[config.mk]
export PLATFORM = sky130hd
export DESIGN_NAME = cello_tt_reader_flat
export DESIGN_NICKNAME = d
export VERILOG_FILES = /design/src/rtl/cello_tt_pkg.sv /design/src/rtl/cello_tt_reader_if.sv /design/src/rtl/cello_tt_settle_cnt.sv /design/src/rtl/cello_tt_reader.sv /design/src/flat_wrapper.sv
export SDC_FILE = /design/constraint.sdc
export NUM_CORES = 1
export LEC_CHECK = 0
export CORE_UTILIZATION = 35
export DETAILED_ROUTE_END_ITERATION = 8
export GPL_TIMING_DRIVEN = 0
export SLEW_MARGIN = 5
export SYNTH_ARGS = -nofsm -noshare
export SYNTH_HDL_FRONTEND = slang
export SYNTH_SLANG_ARGS = --single-unit
[constraint.sdc]
create_clock -name clk -period 2.35 [get_ports clk]
set_clock_uncertainty 0.05 [all_clocks]
set_input_delay 0.47 -clock clk [delete_from_list [all_inputs] [get_ports clk]]
set_output_delay 0.47 -clock clk [all_outputs]
set_load 0.05 [all_outputs]
[src/rtl/cello_tt_pkg.sv]
// cello_tt_pkg: shared types and helpers for the Cello truth-table readers.
//   state_t      - reader sequencing states
//   tt_width(n)  - truth-table width for an n-input netlist (2**n)
//   row_to_bit() - truth-table bit that holds a given row (row 0 -> MSB)
//   TT_0xD4E4    - reference code of the m0xD4E4 netlist
package cello_tt_pkg;

  typedef enum logic [1:0] {
    ST_IDLE = 2'd0,
    ST_RUN  = 2'd1,
    ST_DONE = 2'd2
  } state_t;

  localparam logic [15:0] TT_0xD4E4 = 16'hD4E4;

  function automatic int tt_width(input int n);
    return 1 << n;
  endfunction

  // Cello hex convention: input combination 0 is the leftmost hex digit's MSB.
  function automatic int row_to_bit(input int n, input int row);
    return (1 << n) - 1 - row;
  endfunction

endpackage

[src/rtl/cello_tt_reader_if.sv]
// cello_tt_reader_if: handshake and netlist-stimulus bundle of one reader.
//   start   - request to begin a sweep        (harness -> reader)
//   dut_out - netlist output                  (harness -> reader)
//   busy    - sweep in progress               (reader -> harness)
//   done    - one-cycle completion pulse      (reader -> harness)
//   drv_in  - netlist input stimulus          (reader -> harness)
//   tt      - captured truth table            (reader -> harness)
//   match   - tt equals the expected code     (reader -> harness)
//   unstable- sticky row-instability flag, only with CELLO_TT_STABLE_CHECK_EN
// N_IN must equal the N_IN of the reader attached to the slave modport.
interface cello_tt_reader_if #(
  parameter int N_IN = 4
);
  logic                  start;
  logic                  dut_out;
  logic                  busy;
  logic                  done;
  logic [N_IN-1:0]       drv_in;
  logic [(1<<N_IN)-1:0]  tt;
  logic                  match;
`ifdef CELLO_TT_STABLE_CHECK_EN
  logic                  unstable;
`endif

  // Harness side: requests sweeps and returns the netlist response.
  modport master (
    output start, dut_out,
`ifdef CELLO_TT_STABLE_CHECK_EN
    input  unstable,
`endif
    input  busy, done, drv_in, tt, match
  );

  // Reader side.
  modport slave (
    input  start, dut_out,
`ifdef CELLO_TT_STABLE_CHECK_EN
    output unstable,
`endif
    output busy, done, drv_in, tt, match
  );
endinterface

[src/rtl/cello_tt_settle_cnt.sv]
// cello_tt_settle_cnt: loadable down-counter with zero flag.
//   clk, rst_n  - clock, asynchronous active-low reset (count resets to 0)
//   i_load      - load i_load_val (has priority over decrement)
//   i_load_val  - value to load
//   i_dec       - decrement; saturates at zero
//   o_zero      - count is zero
module cello_tt_settle_cnt #(
  parameter int W = 8
) (
  input  logic         clk,
  input  logic         rst_n,
  input  logic         i_load,
  input  logic [W-1:0] i_load_val,
  input  logic         i_dec,
  output logic         o_zero
);
  logic [W-1:0] r_cnt;

  always_ff @(posedge clk or negedge rst_n) begin
    if (!rst_n) begin
      r_cnt <= '0;
    end else if (i_load) begin
      r_cnt <= i_load_val;
    end else if (i_dec && (r_cnt != '0)) begin
      r_cnt <= r_cnt - 1'b1;
    end
  end

  assign o_zero = (r_cnt == '0);
endmodule

[src/rtl/cello_tt_reader.sv]
// cello_tt_reader: sweeps all 2**N_IN input combinations of a Cello netlist,
// holds each for SETTLE_CYCLES cycles, samples the netlist output on the last
// cycle of the row and assembles the hex truth table (row 0 in the MSB).
//   clk, rst_n - clock, asynchronous active-low reset
//   bus        - cello_tt_reader_if.slave (start/busy/done/drv_in/dut_out/tt/match)
// Optional: define CELLO_TT_STABLE_CHECK_EN to add the sticky bus.unstable
// flag, set when dut_out changes within a row; a set flag forces match low.
module cello_tt_reader
  import cello_tt_pkg::*;
#(
  parameter int                           N_IN          = 4,
  parameter int                           SETTLE_CYCLES = 2,
  parameter logic [tt_width(N_IN)-1:0]    EXPECTED      = TT_0xD4E4
) (
  input  logic              clk,
  input  logic              rst_n,
  cello_tt_reader_if.slave  bus
);
  localparam int              ROWS       = tt_width(N_IN);
  localparam logic [N_IN-1:0] LAST_ROW   = N_IN'(ROWS - 1);
  localparam logic [7:0]      CNT_RELOAD = 8'(SETTLE_CYCLES - 1);

  state_t          r_state;
  logic [N_IN-1:0] r_row;
  logic [N_IN-1:0] r_drv;
  logic [ROWS-1:0] r_tt;
  logic            r_match;
  logic            r_busy;
  logic            r_done;

  logic            w_accept;
  logic            w_run;
  logic            w_last;
  logic            w_cnt_zero;
  logic            w_cnt_load;
  logic            w_cnt_dec;
  logic [N_IN-1:0] w_bit_idx;
  logic [ROWS-1:0] w_tt_sampled;
  logic            w_unstable_next;

  assign w_run      = (r_state == ST_RUN);
  assign w_accept   = bus.start && ((r_state == ST_IDLE) || (r_state == ST_DONE));
  assign w_last     = (r_row == LAST_ROW);
  assign w_cnt_load = w_accept || (w_run && w_cnt_zero && !w_last);
  assign w_cnt_dec  = w_run && !w_cnt_zero;
  assign w_bit_idx  = N_IN'(row_to_bit(N_IN, int'(r_row)));

  always_comb begin
    w_tt_sampled            = r_tt;
    w_tt_sampled[w_bit_idx] = bus.dut_out;
  end

  cello_tt_settle_cnt #(.W(8)) u_settle_cnt (
    .clk        (clk),
    .rst_n      (rst_n),
    .i_load     (w_cnt_load),
    .i_load_val (CNT_RELOAD),
    .i_dec      (w_cnt_dec),
    .o_zero     (w_cnt_zero)
  );

`ifdef CELLO_TT_STABLE_CHECK_EN
  // r_ref holds dut_out from the first cycle of the current row; every later
  // cycle of that row is compared against it.
  logic r_first;
  logic r_ref;
  logic r_unstable;

  assign w_unstable_next = r_unstable || (w_run && !r_first && (bus.dut_out != r_ref));

  always_ff @(posedge clk or negedge rst_n) begin
    if (!rst_n) begin
      r_first    <= 1'b0;
      r_ref      <= 1'b0;
      r_unstable <= 1'b0;
    end else if (w_accept) begin
      r_first    <= 1'b1;
      r_unstable <= 1'b0;
    end else if (w_run) begin
      r_unstable <= w_unstable_next;
      if (r_first) r_ref <= bus.dut_out;
      r_first    <= w_cnt_zero && !w_last;
    end
  end

  assign bus.unstable = r_unstable;
`else
  assign w_unstable_next = 1'b0;
`endif

  always_ff @(posedge clk or negedge rst_n) begin
    if (!rst_n) begin
      r_state <= ST_IDLE;
      r_row   <= '0;
      r_drv   <= '0;
      r_tt    <= '0;
      r_match <= 1'b0;
      r_busy  <= 1'b0;
      r_done  <= 1'b0;
    end else begin
      r_done <= 1'b0;
      case (r_state)
        ST_IDLE, ST_DONE: begin
          if (bus.start) begin
            r_state <= ST_RUN;
            r_row   <= '0;
            r_drv   <= '0;
            r_tt    <= '0;
            r_match <= 1'b0;
            r_busy  <= 1'b1;
          end
        end
        ST_RUN: begin
          if (w_cnt_zero) begin
            r_tt <= w_tt_sampled;
            if (!w_last) begin
              r_row <= r_row + 1'b1;
              r_drv <= r_row + 1'b1;
            end else begin
              r_state <= ST_DONE;
              r_busy  <= 1'b0;
              r_done  <= 1'b1;
              r_drv   <= '0;
              r_match <= (w_tt_sampled == EXPECTED) && !w_unstable_next;
            end
          end
        end
        default: r_state <= ST_IDLE;
      endcase
    end
  end

  assign bus.busy   = r_busy;
  assign bus.done   = r_done;
  assign bus.drv_in = r_drv;
  assign bus.tt     = r_tt;
  assign bus.match  = r_match;
endmodule

[src/flat_wrapper.sv]
// flat-port wrapper written by rule: the top's interface ports become plain ports
module cello_tt_reader_flat import cello_tt_pkg::*;
#(
  parameter int                           N_IN          = 4,
  parameter int                           SETTLE_CYCLES = 2,
  parameter logic [tt_width(N_IN)-1:0]    EXPECTED      = TT_0xD4E4
)
  (clk, rst_n, bus_start, bus_dut_out, bus_busy, bus_done, bus_drv_in, bus_tt, bus_match);
  cello_tt_reader_if #(.N_IN(N_IN)) bus_i ();
  input  logic clk;
  input  logic rst_n;
  input wire logic [$bits(bus_i.start)-1:0] bus_start;
  input wire logic [$bits(bus_i.dut_out)-1:0] bus_dut_out;
  output wire logic [$bits(bus_i.busy)-1:0] bus_busy;
  output wire logic [$bits(bus_i.done)-1:0] bus_done;
  output wire logic [$bits(bus_i.drv_in)-1:0] bus_drv_in;
  output wire logic [$bits(bus_i.tt)-1:0] bus_tt;
  output wire logic [$bits(bus_i.match)-1:0] bus_match;
  assign bus_i.start = bus_start;
  assign bus_i.dut_out = bus_dut_out;
  assign bus_busy = bus_i.busy;
  assign bus_done = bus_i.done;
  assign bus_drv_in = bus_i.drv_in;
  assign bus_tt = bus_i.tt;
  assign bus_match = bus_i.match;
  cello_tt_reader #(.N_IN(N_IN), .SETTLE_CYCLES(SETTLE_CYCLES), .EXPECTED(EXPECTED)) u_core (.clk(clk), .rst_n(rst_n), .bus(bus_i));
endmodule
==> metrics.yaml, run 1 <==
setup_path:
  crit_fanout: 10
  r2r_setup_slack_ns: 0.19
  r2r-start: "u_core.r_row[0]"
  worstPathArrival_ns: 2.32
  cp.depth: 7
  critPathLaunch: "u_core.r_row[0]"
  end_kind: "flop"
  worstPathRequired_ns: 2.51
  crit_chain: "ha_1 > clkbuf_1 > nor2b_1 > o21ai_0 > a22oi_1 > or3_1 > o31ai_2"
  cpPeakStageDelay_ns: 0.46
  worstSetupPathType: "reg2reg"
  cpLargestDelayFamily: "simple AND/OR/NAND/NOR gates"
  slowest_stage: "dfrtp_1"
power:
  pwr-share-clk_pct: 17.2
  p_total_uw: 3400
  p_seq_uw: 1020
  p_int_uw: 1790
  p_leak_uw: 0.00108
  clock_net_power_uw: 584
  p_per_area_nw_per_um2: 1300
  maxPowerGroup: "combinational cells"
  p_sw_share_pct: 47.3
  p_sw_uw: 1610
  p_comb_uw: 1800
yosys:
  async_flop_share_pct: 100
  edf_count: 0
  synth_top_area_share_pct: 43.2
  ff_type: "dfrtp_1"
  ys_cells: 238
  synthAoiAreaFrac_pct: 21.0
  synth_cell_types: 44
  ys_seq_elements: 37
  synth_seq_share_pct: 43.2
  common_cells: "o21ai_0 (39), dfrtp_1 (37), nand2_1 (24)"
  yosys_area_um2: 2140
  xor_area_share_pct: 3.27
  synth-simple-area-share_pct: 20.8
  adder_share_pct: 3.50
  synth.area.mux_share_pct: 2.98
  syn_avg_cell_area_um2: 9.01
  largest_area_cell: "dfrtp_1"
  synth_warnings: 0
  netlist_area_um2: 2140
  top_cell: "o21ai_0"
  syn_inst: 238
  top_cells_by_area: "dfrtp_1 (43%), o21ai_0 (9.1%), nand2_1 (4.2%), a21oi_1 (3.7%), ha_1 (3.5%)"
  syn_nets: 248
routing:
  met2WireLength_mm: 2.51
  vias: 1880
  drc: 0
  maxUsedRoutingLayer: "met4"
  vias_per_cell: 5.43
  wl_met1_mm: 2.49
  firstDrtPassIters: 4
  met3WireLength_um: 309
global_routing:
  grt_use_met2_pct: 28.7
  antenna_found_initial: 0
  grt-ovfl-total: 0
  grt_max_degree: 38
  met3_usage_pct: 3.98
  grt_pass1_wl_mm: 9.13
  first_global_vias: 1837
layout:
  instances_no_fill: 346
  nFlopsAndLatches: 37
  fin_area_um2: 2630
  antenna_cells: 0
  dominant_cells: "logic gates"
  logic_gate_count: 177
  inv_count: 8
  logic_area_um2: 1110
  clk_share_pct: 4.58
  largest_reg_flops: 16
  comb_area_share_pct: 42.3
  fill_cells: 601
  layout-drive-gt1-share_pct: 11.8
  seq_area_um2: 926
  signal_buffers: 41
  final-nonclk-buf-share_pct: 13.1
  seq_area_share_pct: 35.3
  area_growth_pct: 22.5
  lay_top_count: "o21ai_0"
  nets: 280
sta:
  setup_viol: 0
  fmax_mhz: 462
  worst_pin_slew_ns: 0.556
  fin_tns_setup_ns: 0
  post-route-period-util_pct: 92.1
  finalCriticalPeriod_ns: 2.16
  setup_ws_ns: 0.187
  rsz0062_at_grt: "no"
  final_hold_viol_count: 0
clocking:
  cts.clk_slew.worst_paths_ns: 0.08
  cts_buffers: 5
  cts_resized: 0
  insertion_delay_ns: 0.29
  holdBufCountCts: 0
  cts_tree: "yes"
  cts_max_level: 2
  cts_sinks: 37
  clockRootBuffer: "clkbuf_8"
run:
  drv_cap: 0
  warnings: 30
die:
  core_area_um2: 5920
  fp_util_pct: 36.2
  tapCellCount: 75
  die_h_um: 80.3
  die_area_um2: 6440
  rows: 28
outcome:
  status: "finished, final reports clean"
placement:
  globalplace.congestion: 0.842
  post-place-ws_ns: -0.00500
  port_buffers: 25
  dp_cells: 339
  dp_hpwl_mm: 3.70
hold_path:
  hold_path.class: "in2async"
Run 1, selected gate families:
Drawn at 8 px/um.
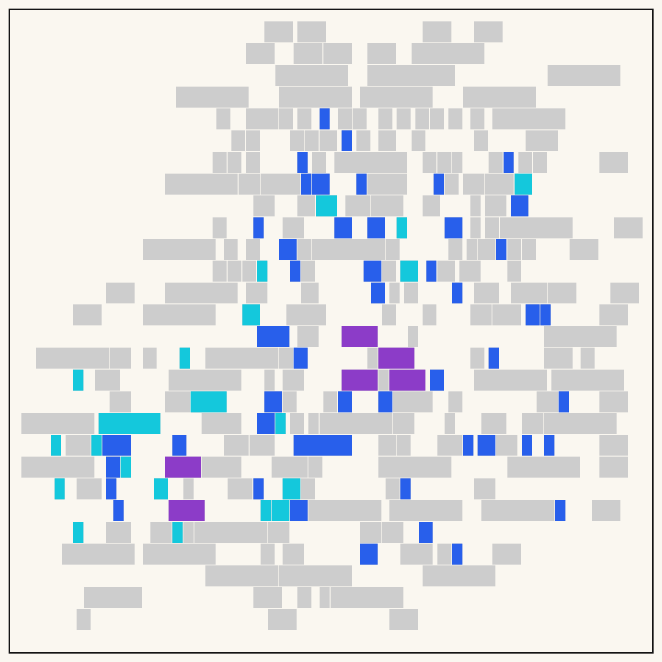
[nand cells] blue | cells: 48 | most used: nand2_1
[fa/ha/maj cells] purple | cells: 6 | most used: ha_1 | where: middle
[nor cells] cyan | cells: 21 | most used: nor2_1

Run 1, routing congestion map:
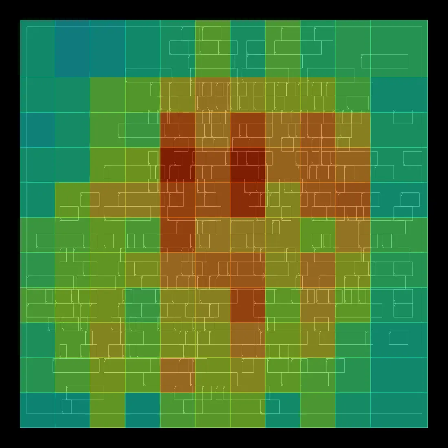
fin util: 44.3%
gr busiest metal: met2
met1 global-route usage: 25.7%
total track usage: 18.6%
WL/cell: 15.6 um

Run 1, a small window of the routed layout:
Region (25, 9) to (55, 39) um. Cells in grey, sequential cells in the stronger grey; small squares are vias.
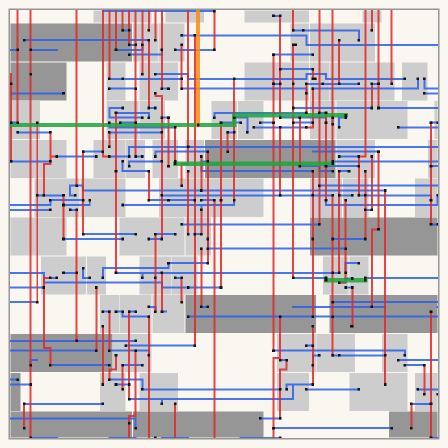
[metal 4] orange
[metal 3] green
[metal 1] blue
[metal 2] red
sequential cells in the window: 8
cells with their middle in the window: 58
netlist names of flops here include: u_core.r_row (4), u_core.r_state (2)
most frequent: o21ai_0 (8), dfrtp_1 (8), nand3_1 (5)

## Run 2: what changed since run 1
--- a/config.mk
+++ b/config.mk
@@ -6,9 +6,11 @@
 export NUM_CORES = 1
 export LEC_CHECK = 0
 export CORE_UTILIZATION = 35
+export CTS_CLUSTER_SIZE = 12
 export DETAILED_ROUTE_END_ITERATION = 8
 export GPL_TIMING_DRIVEN = 0
 export SLEW_MARGIN = 5
 export SYNTH_ARGS = -nofsm -noshare
 export SYNTH_HDL_FRONTEND = slang
+export SYNTH_HIERARCHICAL = 1
 export SYNTH_SLANG_ARGS = --single-unit
Run 2, wiring heat map:
Drawn at 4 px/um. 16 x 16 tiles, from white (low) to dark blue (high), scaled to the fullest tile. Values are wire area over tile area, all layers added.
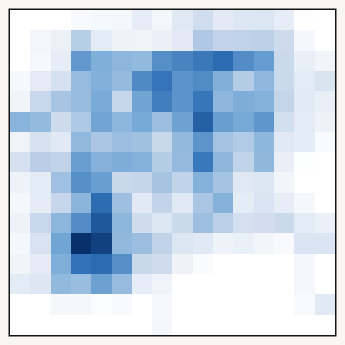
mean over tiles: 0.13
nearly empty tiles: 19%
emptiest ninth of the die: bottom right
tiles over half the peak: 14%
fullest tile: 0.55

==> metrics.yaml, run 2 <==
global_routing:
  grt_usage_pct: 18.5  # was 18.6%
  grt_pass1_wl_mm: 9.36  # was 9.13 mm
  grt_use_met2_pct: 29.3  # was 28.7%
  grt-ovfl-total: 0  # unchanged
  met3_usage_pct: 4.04  # was 3.98%
  use_met1_pct: 25.0  # was 25.7%
  grt_max_degree: 37  # was 38
  globalRoute.busiestLayer: "met2"  # unchanged
  first_global_vias: 1956  # was 1,837
  antenna_found_initial: 0  # unchanged
layout:
  seq_area_share_pct: 31.3  # was 35.3%
  signal_buffers: 61  # was 41
  nets: 314  # was 280
  logic_gate_count: 190  # was 177
  dominant_cells: "logic gates"  # unchanged
  final-nonclk-buf-share_pct: 18.7  # was 13.1%
  seq_area_um2: 926  # unchanged
  fin_area_um2: 2960  # was 2630 um2
  comb_area_share_pct: 42.0  # was 42.3%
  lay_top_count: "dfrtp_1"  # was o21ai_0
  largest_reg_flops: 16  # unchanged
  inv_count: 7  # was 8
  clk_share_pct: 3.43  # was 4.58%
  final_util_pct: 49.4  # was 44.3%
  instances_no_fill: 378  # was 346
  layout-drive-gt1-share_pct: 22.1  # was 11.8%
  logic_area_um2: 1240  # was 1110 um2
placement:
  dp_hpwl_mm: 3.70  # about the same
  globalplace.congestion: 0.839  # was 0.842
  post-place-ws_ns: -0.232  # was -0.00500 ns
  port_buffers: 26  # was 25
  dp_cells: 351  # was 339
power:
  clock_net_power_uw: 484  # was 584 uW
  p_sw_share_pct: 44.0  # was 47.3%
  maxPowerGroup: "combinational cells"  # unchanged
  p_per_area_nw_per_um2: 1160  # was 1300 nW/um2
  p_comb_uw: 1910  # was 1800 uW
  p_int_uw: 1920  # was 1790 uW
  p_total_uw: 3430  # was 3400 uW
  p_leak_uw: 0.00131  # was 0.00108 uW
  pwr-share-clk_pct: 14.1  # was 17.2%
  p_sw_uw: 1510  # was 1610 uW
clocking:
  holdBufCountCts: 1  # was 0
  cts_tree: "yes"  # unchanged
  insertion_delay_ns: 0.29  # about the same
  cts_buffer_depth: 2  # unchanged
  cts_resized: 5  # was 0
  cts.clk_slew.worst_paths_ns: 0.07  # was 0.08 ns
  cts_sinks: 37  # unchanged
  cts_buffers: 5  # unchanged
  cts_max_level: 2  # unchanged
setup_path:
  worstPathArrival_ns: 2.52  # was 2.32 ns
  r2r_setup_slack_ns: -0.05  # was 0.19 ns
  crit_chain: "inv_2 > ha_4 > or3b_4 > nor2_4 > and3b_1 > buf_6 > nand2_4 > and2_4 > inv_8 > inv_8 > o311a_1 > a221o_1"  # was ha_1 > clkbuf_1 > nor2b_1 > o21ai_0 > a22oi_1 > or3_1 > o31ai_2
  worstPathRequired_ns: 2.47  # was 2.51 ns
  cpPeakStageDelay_ns: 0.42  # was 0.46 ns
  slowest_stage: "dfrtp_1"  # unchanged
  r2r-start: "u_core/u_settle_cnt/r_cnt[1]"  # was u_core.r_row[0]
  end_kind: "flop"  # unchanged
  crit_fanout: 6  # was 10
  cpLargestDelayFamily: "simple AND/OR/NAND/NOR gates"  # unchanged
  worstSetupPathType: "reg2reg"  # unchanged
  cp.depth: 12  # was 7
  critPathLaunch: "u_core/u_settle_cnt/r_cnt[1]"  # was u_core.r_row[0]
yosys:
  adder_share_pct: 4.55  # was 3.50%
  largest_area_cell: "dfrtp_1"  # unchanged
  top_cells_by_area: "dfrtp_1 (42%), o21ai_0 (8.6%), ha_1 (4.6%), nand2_1 (4.3%), mux2i_1 (3.2%)"  # was dfrtp_1 (43%), o21ai_0 (9.1%), nand2_1 (4.2%), a21oi_1 (3.7%), ha_1 (3.5%)
  synth.area.mux_share_pct: 3.70  # was 2.98%
  edf_count: 0  # unchanged
  ys_cells: 243  # was 238
  synth-simple-area-share_pct: 22.3  # was 20.8%
  top_cell: "o21ai_0"  # unchanged
  common_cells: "o21ai_0 (38), dfrtp_1 (37), nand2_1 (25)"  # was o21ai_0 (39), dfrtp_1 (37), nand2_1 (24)
  ff_type: "dfrtp_1"  # unchanged
  synth_seq_share_pct: 42.1  # was 43.2%
  netlist_area_um2: 2200  # was 2140 um2
  async_flop_share_pct: 100  # unchanged
  ys_seq_elements: 37  # unchanged
  synth_top_area_share_pct: 42.1  # was 43.2%
  syn_inst: 243  # was 238
  syn_avg_cell_area_um2: 9.05  # was 9.01 um2
  yosys_area_um2: 2200  # was 2140 um2
  xor_area_share_pct: 0.796  # was 3.27%
  synth_warnings: 6  # was 0
run:
  warnings: 34  # was 30
  drv_cap: 0  # unchanged
sta:
  fin_tns_setup_ns: -0.146  # was 0 ns
  fmax_mhz: 417  # was 462 MHz
  post-route-period-util_pct: 102  # was 92.1%
  setup_viol: 5  # was 0
  worst_pin_slew_ns: 0.627  # was 0.556 ns
  slew_headroom_pct: 57.8  # was 62.9%
  finalCriticalPeriod_ns: 2.40  # was 2.16 ns
  final_hold_viol_count: 0  # unchanged
  rsz0062_at_grt: "yes"  # was no
  setup_ws_ns: -0.0498  # was 0.187 ns
routing:
  met3WireLength_um: 258  # was 309 um
  met2WireLength_mm: 2.60  # was 2.51 mm
  vias_per_cell: 5.28  # was 5.43
  drc: 0  # unchanged
  firstDrtPassIters: 4  # unchanged
  wl_per_cell_um: 14.8  # was 15.6 um
  maxUsedRoutingLayer: "met4"  # unchanged
  wl_met1_mm: 2.66  # was 2.49 mm
  vias: 1997  # was 1,880
die:
  fp_util_pct: 36.7  # was 36.2%
  core_area_um2: 5990  # was 5920 um2
  rows: 28  # unchanged
  tapCellCount: 75  # unchanged
  die_area_um2: 6610  # was 6440 um2
  die_h_um: 81.3  # was 80.3 um
outcome:
  status: "finished, violations left"  # was finished, final reports clean
  violations: "negative setup slack"
hold_path:
  hold_path.class: "reg2reg"  # was in2async
Run 2, clock network drawn from the DEF:
Drawn at 4 px/um.
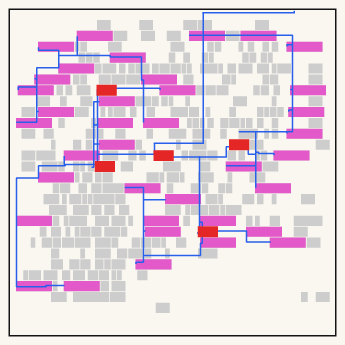
[clock wires] blue | length: 505 um
[flip-flops] magenta | count: 37
[clock drivers] red | count: 5
flops lie: spread over the die
routed clock nets: 6

Run 2, selected gate families:
Drawn at 8 px/um.
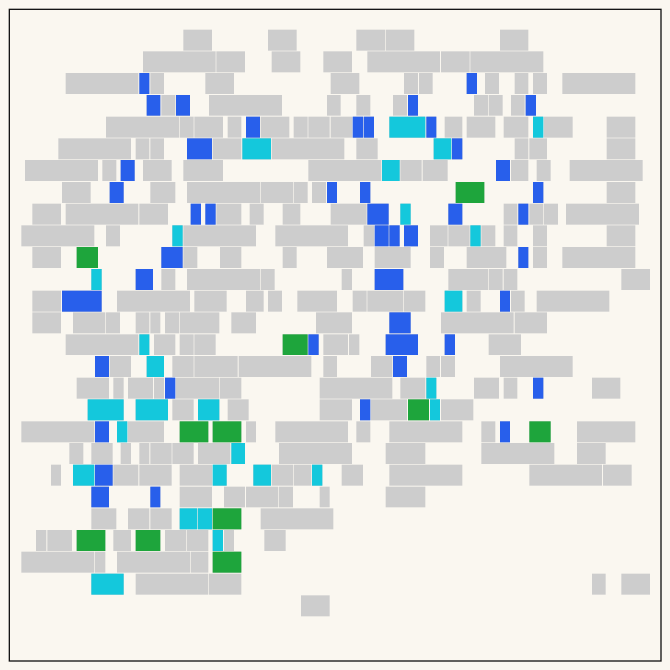

## Run 3: what changed since run 2
--- a/config.mk
+++ b/config.mk
@@ -5,10 +5,11 @@
 export SDC_FILE = /design/constraint.sdc
 export NUM_CORES = 1
 export LEC_CHECK = 0
-export CORE_UTILIZATION = 35
+export CORE_UTILIZATION = 50
 export CTS_CLUSTER_SIZE = 12
 export DETAILED_ROUTE_END_ITERATION = 8
 export GPL_TIMING_DRIVEN = 0
+export PLACE_DENSITY = 0.73
 export SLEW_MARGIN = 5
 export SYNTH_ARGS = -nofsm -noshare
 export SYNTH_HDL_FRONTEND = slang
Run 3, selected gate families:
Drawn at 8 px/um.
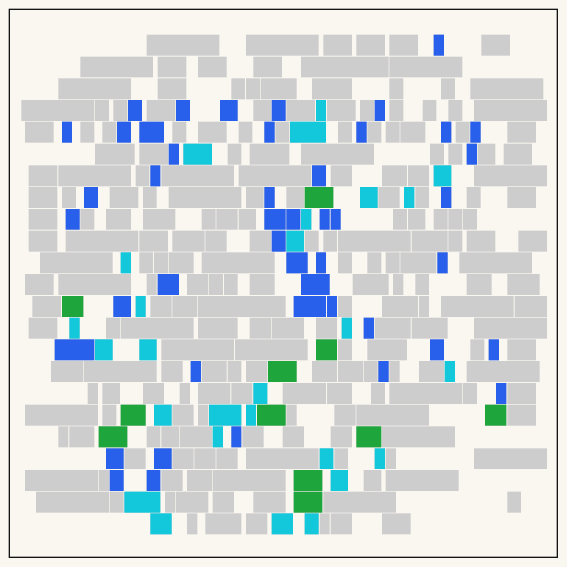
[nor cells] cyan | cells: 27 | most used: nor2_1
[nand cells] blue | cells: 46 | most used: nand2_1
[non-inverting ao/oa cells] green | cells: 11

==> metrics.yaml, run 3 <==
outcome:
  status: "finished, violations left"  # unchanged
  violations: "negative setup slack"  # unchanged
yosys:
  largest_area_cell: "dfrtp_1"  # unchanged
  top_cell: "o21ai_0"  # unchanged
  synth_seq_share_pct: 42.1  # unchanged
  syn_avg_cell_area_um2: 9.05  # unchanged
  synth_cell_types: 54  # unchanged
  synth-simple-area-share_pct: 22.3  # unchanged
  edf_count: 0  # unchanged
  adder_share_pct: 4.55  # unchanged
  xor_area_share_pct: 0.796  # unchanged
  netlist_area_um2: 2200  # unchanged
  top_cells_by_area: "dfrtp_1 (42%), o21ai_0 (8.6%), ha_1 (4.6%), nand2_1 (4.3%), mux2i_1 (3.2%)"  # unchanged
  syn_inst: 243  # unchanged
  ys_cells: 243  # unchanged
  yosys_area_um2: 2200  # unchanged
  ff_type: "dfrtp_1"  # unchanged
  async_flop_share_pct: 100  # unchanged
  common_cells: "o21ai_0 (38), dfrtp_1 (37), nand2_1 (25)"  # unchanged
  synth.area.mux_share_pct: 3.70  # unchanged
  synth_warnings: 6  # unchanged
  synth_top_area_share_pct: 42.1  # unchanged
  ys_seq_elements: 37  # unchanged
  synthAoiAreaFrac_pct: 20.7  # unchanged
routing:
  met2WireLength_mm: 2.40  # was 2.60 mm
  vias: 2036  # was 1,997
  finalWirelength_mm: 5.29  # was 5.60 mm
  wl_met1_mm: 2.59  # was 2.66 mm
  vias_per_cell: 5.80  # was 5.28
  wl_per_cell_um: 15.1  # was 14.8 um
  firstDrtPassIters: 4  # unchanged
  met3WireLength_um: 264  # was 258 um
  maxUsedRoutingLayer: "met4"  # unchanged
  drc: 0  # unchanged
setup_path:
  r2r_setup_slack_ns: -0.02  # was -0.05 ns
  worstPathArrival_ns: 2.51  # was 2.52 ns
  slowest_stage: "dfrtp_1"  # unchanged
  crit_fanout: 6  # unchanged
  rr_worst_depth: 12  # unchanged
  cp.depth: 12  # unchanged
  cpLargestDelayFamily: "simple AND/OR/NAND/NOR gates"  # unchanged
  critPathLaunch: "u_core/u_settle_cnt/r_cnt[1]"  # unchanged
  worstPathRequired_ns: 2.49  # was 2.47 ns
  crit_chain: "inv_2 > ha_4 > or3b_4 > nor2_4 > and3b_1 > buf_6 > nand2_4 > and2_4 > inv_6 > clkinv_4 > o311a_1 > a221o_1"  # was inv_2 > ha_4 > or3b_4 > nor2_4 > and3b_1 > buf_6 > nand2_4 > and2_4 > inv_8 > inv_8 > o311a_1 > a221o_1
  worstSetupPathType: "reg2reg"  # unchanged
  end_kind: "flop"  # unchanged
  r2r-start: "u_core/u_settle_cnt/r_cnt[1]"  # unchanged
  cpPeakStageDelay_ns: 0.41  # was 0.42 ns
power:
  p_per_area_nw_per_um2: 1220  # was 1160 nW/um2
  pwr-share-clk_pct: 18.4  # was 14.1%
  maxPowerGroup: "combinational cells"  # unchanged
  p_int_uw: 2060  # was 1920 uW
  p_seq_uw: 1010  # was 1030 uW
  vdd.ir_drop.worst_v: 0.000761  # was 0.000605 V
  p_leak_uw: 0.00130  # was 0.00131 uW
  p_sw_share_pct: 42.2  # was 44.0%
  p_sw_uw: 1500  # was 1510 uW
  seq_power_share_pct: 28.4  # was 30.1%
  p_total_uw: 3550  # was 3430 uW
  clock_net_power_uw: 655  # was 484 uW
  p_comb_uw: 1890  # was 1910 uW
global_routing:
  grt_max_degree: 38  # was 37
  grt_pass1_wl_mm: 8.81  # was 9.36 mm
  grt_use_met2_pct: 36.6  # was 29.3%
  antenna_found_initial: 0  # unchanged
  use_met1_pct: 38.4  # was 25.0%
  grt-ovfl-total: 0  # unchanged
  globalRoute.busiestLayer: "met1"  # was met2
  grt_usage_pct: 25.7  # was 18.5%
  met3_usage_pct: 5.83  # was 4.04%
  first_global_vias: 1825  # was 1,956
layout:
  final-nonclk-buf-share_pct: 17.9  # was 18.7%
  comb_area_share_pct: 42.3  # was 42.0%
  lay_top_count: "dfrtp_1"  # unchanged
  dominant_cells: "logic gates"  # unchanged
  fin_area_um2: 2910  # was 2960 um2
  largest_reg_flops: 16  # unchanged
  clk_share_pct: 4.60  # was 3.43%
  layout-drive-gt1-share_pct: 21.6  # was 22.1%
  inv_count: 7  # unchanged
  logic_gate_count: 190  # unchanged
  antenna_cells: 0  # unchanged
  nFlopsAndLatches: 37  # unchanged
  nets: 312  # was 314
  seq_area_share_pct: 31.8  # was 31.3%
  signal_buffers: 59  # was 61
  seq_area_um2: 926  # unchanged
  fill_cells: 346  # was 567
  area_growth_pct: 32.3  # was 34.5%
  final_util_pct: 70.7  # was 49.4%
  logic_area_um2: 1230  # was 1240 um2
  instances_no_fill: 351  # was 378
sta:
  final_hold_viol_count: 0  # unchanged
  setup_viol: 4  # was 5
  post-route-period-util_pct: 101  # was 102%
  finalCriticalPeriod_ns: 2.37  # was 2.40 ns
  rsz0062_at_grt: "yes"  # unchanged
  worst_pin_slew_ns: 0.819  # was 0.627 ns
  setup_ws_ns: -0.0211  # was -0.0498 ns
  fmax_mhz: 422  # was 417 MHz
  fin_tns_setup_ns: -0.0817  # was -0.146 ns
  slew_headroom_pct: 45.4  # was 57.8%
placement:
  globalplace.congestion: 0.836  # was 0.839
  post-place-ws_ns: -0.211  # was -0.232 ns
  dp_cells: 325  # was 351
  port_buffers: 26  # unchanged
  dp_hpwl_mm: 3.55  # was 3.70 mm
die:
  die_h_um: 68.3  # was 81.3 um
  rows: 23  # was 28
  core_area_um2: 4120  # was 5990 um2
  pin_count: 27  # unchanged
  tapCellCount: 50  # was 75
  fp_util_pct: 53.5  # was 36.7%
  die_area_um2: 4670  # was 6610 um2
clocking:
  cts_max_level: 2  # unchanged
  insertion_delay_ns: 0.30  # was 0.29 ns
  holdBufCountCts: 0  # was 1
  cts_buffer_depth: 2  # unchanged
  cts_tree: "yes"  # unchanged
  cts.clk_slew.worst_paths_ns: 0.08  # was 0.07 ns
  cts_sinks: 37  # unchanged
  cts_resized: 4  # was 5
  cts_buffers: 5  # unchanged
  clockRootBuffer: "clkbuf_8"  # unchanged
hold_path:
  hold_path.class: "in2async"  # was reg2reg
run:
  warnings: 34  # unchanged
  drv_cap: 0  # unchanged
Run 3, wiring heat map:
Drawn at 6 px/um. 14 x 14 tiles, from white (low) to dark blue (high), scaled to the fullest tile. Values are wire area over tile area, all layers added.
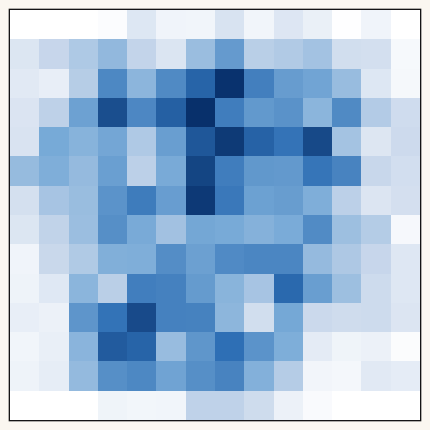
emptiest ninth of the die: bottom right
densest ninth of the die: middle
tiles over half the peak: 35%
nearly empty tiles: 6.1%
mean over tiles: 0.18
fullest tile: 0.47

Power is estimated from default activity; no workload was simulated.
